`src/rtl/ml_peak_ctrl.sv`:
```
// Windowed peak search over a stream of signed lambda metrics, reporting per-window peak index, angle and value.
// Optional ML_LOCK_EN macro adds a lock indicator tracking peak-index stability between consecutive windows.
module ml_peak_ctrl #(
    parameter int WIN_LEN = 256,
    parameter int NUM_WIN = 4
) (
    input  logic        clk,
    input  logic        rst_n,
    input  logic        start,
    input  logic        abort,
    input  logic        lam_valid,
    output logic        lam_ready,
    input  logic [13:0] lambda_in,
    input  logic [10:0] ang_in,
    output logic        res_valid,
    output logic [7:0]  theta_o,
    output logic [10:0] ang_o,
    output logic [13:0] lmax_o,
    output logic        busy,
    output logic        done,
    output logic        lock_o
);

    localparam logic [7:0] LAST_IDX = 8'(WIN_LEN - 1);
    localparam logic [3:0] LAST_WIN = 4'(NUM_WIN - 1);

    typedef enum logic [1:0] {
        IDLE   = 2'd0,
        ACQ    = 2'd1,
        UPDATE = 2'd2,
        DONE   = 2'd3
    } state_t;

    state_t             state;
    logic [7:0]         cnt;
    logic [3:0]         win_cnt;
    logic [7:0]         cand_theta;
    logic [10:0]        cand_ang;
    logic signed [13:0] cand_lmax;

    logic               accept;
    logic               take;
    logic [7:0]         nxt_theta;
    logic [10:0]        nxt_ang;
    logic signed [13:0] nxt_lmax;

    assign accept = lam_valid && lam_ready;

    // First sample of a window always loads; later ones must beat the max strictly so ties keep the earliest index.
    always_comb begin
        take      = (cnt == 8'd0) || ($signed(lambda_in) > cand_lmax);
        nxt_theta = cand_theta;
        nxt_ang   = cand_ang;
        nxt_lmax  = cand_lmax;
        if (take) begin
            nxt_theta = cnt;
            nxt_ang   = ang_in;
            nxt_lmax  = $signed(lambda_in);
        end
    end

    // Results are registered on the edge that accepts the last sample, so they are presented during UPDATE.
    always_ff @(posedge clk or negedge rst_n) begin
        if (!rst_n) begin
            state      <= IDLE;
            lam_ready  <= 1'b0;
            busy       <= 1'b0;
            res_valid  <= 1'b0;
            done       <= 1'b0;
            cnt        <= 8'd0;
            win_cnt    <= 4'd0;
            cand_theta <= 8'd0;
            cand_ang   <= 11'd0;
            cand_lmax  <= 14'sd0;
            theta_o    <= 8'd0;
            ang_o      <= 11'd0;
            lmax_o     <= 14'd0;
        end else begin
            res_valid <= 1'b0;
            done      <= 1'b0;
            if (abort) begin
                state      <= IDLE;
                lam_ready  <= 1'b0;
                busy       <= 1'b0;
                cnt        <= 8'd0;
                win_cnt    <= 4'd0;
                cand_theta <= 8'd0;
                cand_ang   <= 11'd0;
                cand_lmax  <= 14'sd0;
            end else begin
                case (state)
                    IDLE: begin
                        if (start) begin
                            state     <= ACQ;
                            lam_ready <= 1'b1;
                            busy      <= 1'b1;
                            cnt       <= 8'd0;
                            win_cnt   <= 4'd0;
                        end
                    end
                    ACQ: begin
                        if (accept) begin
                            cand_theta <= nxt_theta;
                            cand_ang   <= nxt_ang;
                            cand_lmax  <= nxt_lmax;
                            if (cnt == LAST_IDX) begin
                                state     <= UPDATE;
                                lam_ready <= 1'b0;
                                cnt       <= 8'd0;
                                theta_o   <= nxt_theta;
                                ang_o     <= nxt_ang;
                                lmax_o    <= nxt_lmax;
                                res_valid <= 1'b1;
                            end else begin
                                cnt <= cnt + 8'd1;
                            end
                        end
                    end
                    UPDATE: begin
                        cnt     <= 8'd0;
                        win_cnt <= win_cnt + 4'd1;
                        if (win_cnt != LAST_WIN) begin
                            state     <= ACQ;
                            lam_ready <= 1'b1;
                        end else begin
                            state <= DONE;
                            done  <= 1'b1;
                        end
                    end
                    DONE: begin
                        state   <= IDLE;
                        busy    <= 1'b0;
                        win_cnt <= 4'd0;
                    end
                    default: begin
                        state     <= IDLE;
                        lam_ready <= 1'b0;
                        busy      <= 1'b0;
                    end
                endcase
            end
        end
    end

`ifdef ML_LOCK_EN
    logic [7:0] prev_theta;
    logic       prev_valid;
    logic       lock_reg;
    logic [8:0] dist;
    logic       near;

    // Circular distance modulo WIN_LEN, so the last and first indices count as neighbours.
    always_comb begin
        if (theta_o >= prev_theta)
            dist = {1'b0, theta_o} - {1'b0, prev_theta};
        else
            dist = {1'b0, theta_o} + 9'(WIN_LEN) - {1'b0, prev_theta};
        near = (dist <= 9'd1) || (dist == 9'(WIN_LEN - 1));
    end

    always_ff @(posedge clk or negedge rst_n) begin
        if (!rst_n) begin
            prev_theta <= 8'd0;
            prev_valid <= 1'b0;
            lock_reg   <= 1'b0;
        end else if (abort || (state == IDLE && start)) begin
            prev_theta <= 8'd0;
            prev_valid <= 1'b0;
            lock_reg   <= 1'b0;
        end else if (state == UPDATE) begin
            if (prev_valid)
                lock_reg <= near;
            prev_theta <= theta_o;
            prev_valid <= 1'b1;
        end
    end

    assign lock_o = lock_reg;
`else
    assign lock_o = 1'b0;
`endif

endmodule

```
`config.mk`:
```
export PLATFORM = sky130hd
export DESIGN_NAME = ml_peak_ctrl
export DESIGN_NICKNAME = d
export VERILOG_FILES = /design/src/rtl/ml_peak_ctrl.sv
export SDC_FILE = /design/constraint.sdc
export NUM_CORES = 1
export LEC_CHECK = 0
export ABC_CLOCK_PERIOD_IN_PS = 2800
export CAP_MARGIN = 0
export CORE_ASPECT_RATIO = 0.5
export CORE_MARGIN = 2
export CORE_UTILIZATION = 46
export CTS_CLUSTER_SIZE = 10
export DETAILED_ROUTE_END_ITERATION = 10
export PLACE_DENSITY = 0.69
export REMOVE_ABC_BUFFERS = 1
export SLEW_MARGIN = 40
export SYNTH_ARGS = -nofsm -noshare
export SYNTH_HDL_FRONTEND = slang
export SYNTH_SLANG_ARGS = --single-unit
```
`constraint.sdc`:
```
create_clock -name clk -period 2.8 [get_ports clk]
set_clock_uncertainty 0.15 [all_clocks]
set_input_delay 0.28 -clock clk [delete_from_list [all_inputs] [get_ports clk]]
set_output_delay 0.28 -clock clk [all_outputs]
set_load 0.005 [all_outputs]
```
metal_density.png
The die is cut into 30 by 15 equal tiles; black is low, pale yellow is high, scaled to the fullest tile. Values are wire area over tile area, all layers added.
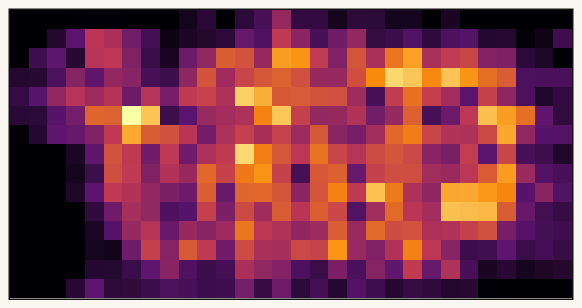
mean over tiles = 0.17
emptiest ninth of the die = bottom left
densest ninth of the die = middle
nearly empty tiles = 12%
tiles over half the peak = 29%
fullest tile = 0.48

placement.png
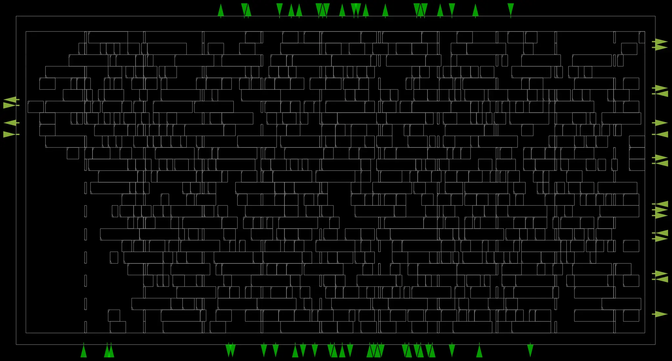
Seq cells: 84
Seq area share: 0.340
final cell count without fillers: 759
Core Area: 10300 sq um
Fill cells: 899

flops_by_reg.png
Other sequential cells in the stronger grey, the rest of the logic in the fainter grey.
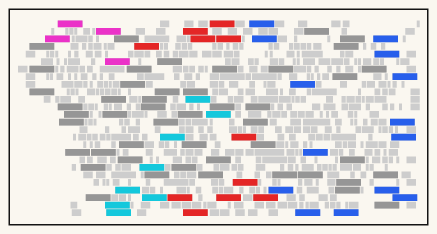
ang_o -> red  # flops 11
lmax_o -> blue  # flops 14
theta_o -> cyan  # flops 8
win_cnt -> magenta  # flops 4, where top left
sequential cell area: 2100 sq um
post-layout util: 0.601
Power Sequential: 1.32 mW

layer_met3.png
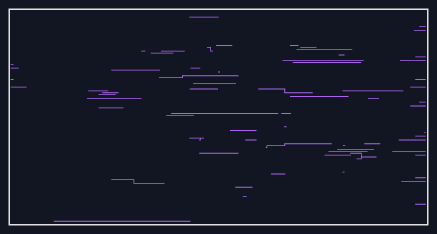
main direction = horizontal
share of all routed wire = 5.3%
DR vias: 4322
met3 GRT Util: 0.0482

io_fan.png
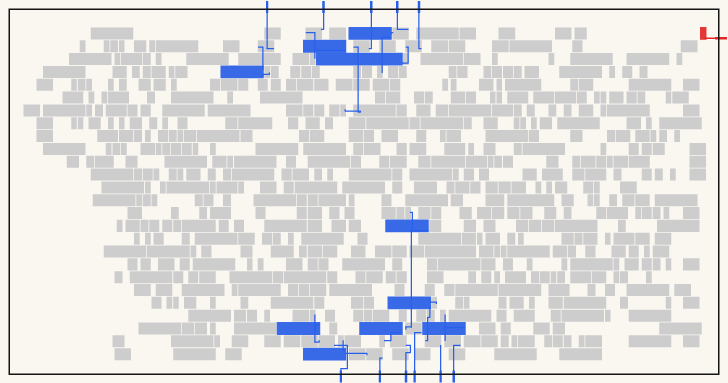
lock_o -> red  # bits 1, direction output, end cells 1, buffers 0, wire 2.20 um
ang_o -> blue  # bits 11, direction output, end cells 11, buffers 11, wire 206 um

==> metrics by stage <==
stage | utilization | setup WS [ns] | std cells
3_3_place_gp | 0.572 | -0.0274 | 742
4_1_cts | 0.601 | 0.284 | 759
3_5_place_dp | 0.572 | -0.0553 | 742
6_report | 0.601 | 0.274 | 759
2_1_floorplan | - | -2.40 | 499
5_1_grt | 0.601 | 0.103 | 759
==> power breakdown <==
| part | leakage, nW | switching [mW] | internal, mW |
|---|---|---|---|
| clock network | 0.147 | 0.479 | 0.715 |
| logic | 1.32 | 0.496 | 0.320 |
| registers | 1.17 | 0.0516 | 1.27 |
| total | 2.63 | 1.03 | 2.30 |
==> how the worst max path moves through the flow <==
stage / depth (start not counted) / endpoint / slack [ns]
floorplan: 6 / cand_ang[0]$_DFFE_PN0P_ / -2.40
global placement: 9 / cand_lmax[5]$_DFFE_PN0P_ / -0.03
detailed placement: 9 / cand_lmax[4]$_DFFE_PN0P_ / -0.06
CTS: 7 / cand_ang[8]$_DFFE_PN0P_ / 0.28
global route: 10 / lmax_o[1]$_DFFE_PN0P_ / 0.10
finish: 10 / ang_o[10]$_DFFE_PN0P_ / 0.27
==> layer usage <==
metal,GRT usage,wire [um]
met4,0.0708,161
met2,0.354,5620
met1,0.302,5650
met5,0,0
met3,0.0482,639
==> worst max-delay path, stage by stage <==
cell and delay (ns):
clkdlybuf4s50_1 0.47, ha_1 0.34, nand4_1 0.13, a21oi_1 0.08, o31ai_1 0.34, buf_4 0.17
a21oi_2 0.07, buf_4 0.19, o311ai_0 0.38, nand3_1 0.13
==> cells in the final DEF, fill, tap and decap left out, types with 12 or more instances in the layout <==
cell / count
buf_4: 35
inv_1: 22
mux2i_1: 19
clkdlybuf4s50_1: 64
and2_1: 16
dfrtp_1: 84
nand3_1: 35
o311ai_1: 12
nor2_1: 36
ha_1: 21
nand2b_1: 41
nand4_1: 44
nand2_1: 55
a21oi_1: 27
o311ai_0: 16
==> kinds of logic after synthesis <==
family / after synthesis / share of synthesized area
buffers and inverters: 71 / 0.0624
other: 1 / 0.000764
AOI/OAI and AO/OA: 99 / 0.146
xor gates and xnor gates: 3 / 0.00535
DFF: 84 / 0.428
adders and majority gates: 21 / 0.0535
and+or+nand+nor: 248 / 0.263
muxes: 20 / 0.0410
==> cell type report <==
class | count | area share
multi-input combinational | 392 | 0.412
sequential | 84 | 0.340
timing repair buffer | 104 | 0.158
clock buffer | 12 | 0.0399
tap | 140 | 0.0283
inverter | 23 | 0.0140
clock inverter | 4 | 0.00789
==> state kept, by name, indices dropped and copies added (netlist names) <==
register    cells
cand_lmax      14
lmax_o         14
ang_o          11
cand_ang       11
cand_theta      8
cnt             8
theta_o         8
win_cnt         4
state           2
busy            1
done            1
lam_ready       1
res_valid       1
==> impl_metrics.json <==
{
  "die_w_um": 150,
  "grt_pass1_wl_um": 20700,
  "rr_startpoint": "cand_lmax[13]$_DFFE_PN0P_",
  "place.gp.congestion": 0.809,
  "whs_ns": 0.257,
  "wl_per_cell_um": 15.9,
  "hold_buffers": 1,
  "most_common_cell": "dfrtp_1",
  "worst_hold_path.endpoint": "win_cnt[3]$_DFFE_PN0P_",
  "hold_start": "abort",
  "logic_area_sq_um": 2540,
  "row_count": 26,
  "whs_path_depth": 2,
  "cts_buffer_depth": 2,
  "worstPathArrival_ns": 2.58,
  "post-route-drc-count": 0,
  "rsz0062_at_grt": "false",
  "synth-edff-count": 0,
  "power.total_mw": 3.33,
  "cts_setup_buffers": 0,
  "timing.slew.headroom": 0.613,
  "fmax_mhz": 396,
  "synth_flops": 84,
  "drive_gt1_frac": 0.120,
  "drt_wl_total_um": 12100,
  "ys_area_sq_um": 4910,
  "yosysWarnings": 0,
  "drt_iter0_drc": 275,
  "finalClockPeriodUsage": 0.902,
  "fp_util": 0.478,
  "grt_pass1_vias": 4324,
  "worstSetupStartpointType": "input port",
  "ys_types": 48,
  "synth_top_area_share": 0.428,
  "startpoint": "lambda_in[4]",
  "area_leaders": "dfrtp_1 43%, nand4_1 5.6%, ha_1 5.4%",
  "tns_ns": 0,
  "crit_type": "in -> reg",
  "worst-r2r-cell-count": 9,
  "dr.pass1.iters": 4,
  "num_antenna_cells": 0,
  "viasPerCell": 5.69,
  "nNetsFinal": 665,
  "timing.rr.end": "cand_lmax[3]$_DFFE_PN0P_",
  "common_cells": "84 x dfrtp_1, 55 x nand2_1, 44 x nand4_1",
  "cap_violations": 0,
  "power-per-cell-area_nw_per_um2": 539,
  "cts_buffers": 9,
  "synthFlopType": "dfrtp_1",
  "outcome": "complete, no violations",
  "port_buffers": 66,
  "r2r_slack_ns": 0.30,
  "min_period_ns": 2.53,
  "clockRootBuffer": "clkbuf_16",
  "ir_drop_mv": 0.334,
  "largest_area_cell": "dfrtp_1",
  "slew_violations": 0,
  "hold_viol_final": 0,
  "ys_cells": 547,
  "avgSynthCellArea_sq_um": 8.98,
  "critPathCaptureType": "flip-flop",
  "leakagePower_nw": 2.63,
  "syn_area_sq_um": 4910,
  "path_max_fanout": 13,
  "cts_num_sinks": 84,
  "dieArea_sq_um": 11600,
  "clk_pin_slew_ns": 0.06,
  "io_pins": 68,
  "worst_pin_slew_ns": 0.580,
  "antenna_left": 0,
  "warning_count": 29,
  "required_ns": 2.86,
  "netlist_instances": 547,
  "grt_max_degree": 46,
  "cts_max_level": 3,
  "post-route-cell-area_sq_um": 6180,
  "place_area_sq_um": 5880,
  "dp_hpwl_um": 8160,
  "min_path_type": "in -> reg",
  "ys_seq_frac": 0.428,
  "insertion_delay_ns": 0.34,
  "finalSetupViolCount": 0,
  "gr-usage-all-layers": 0.222,
  "cts_resized": 0,
  "async_flop_share": 1.00,
  "antenna_found_initial": 0,
  "die_height_um": 77.1,
  "synthToLayoutAreaGrowth_pct": 25.9,
  "grt-ovfl-total": 0,
  "cts_tree": "yes"
}
Power figures rest on the tool's default switching activity, not on a simulated workload.
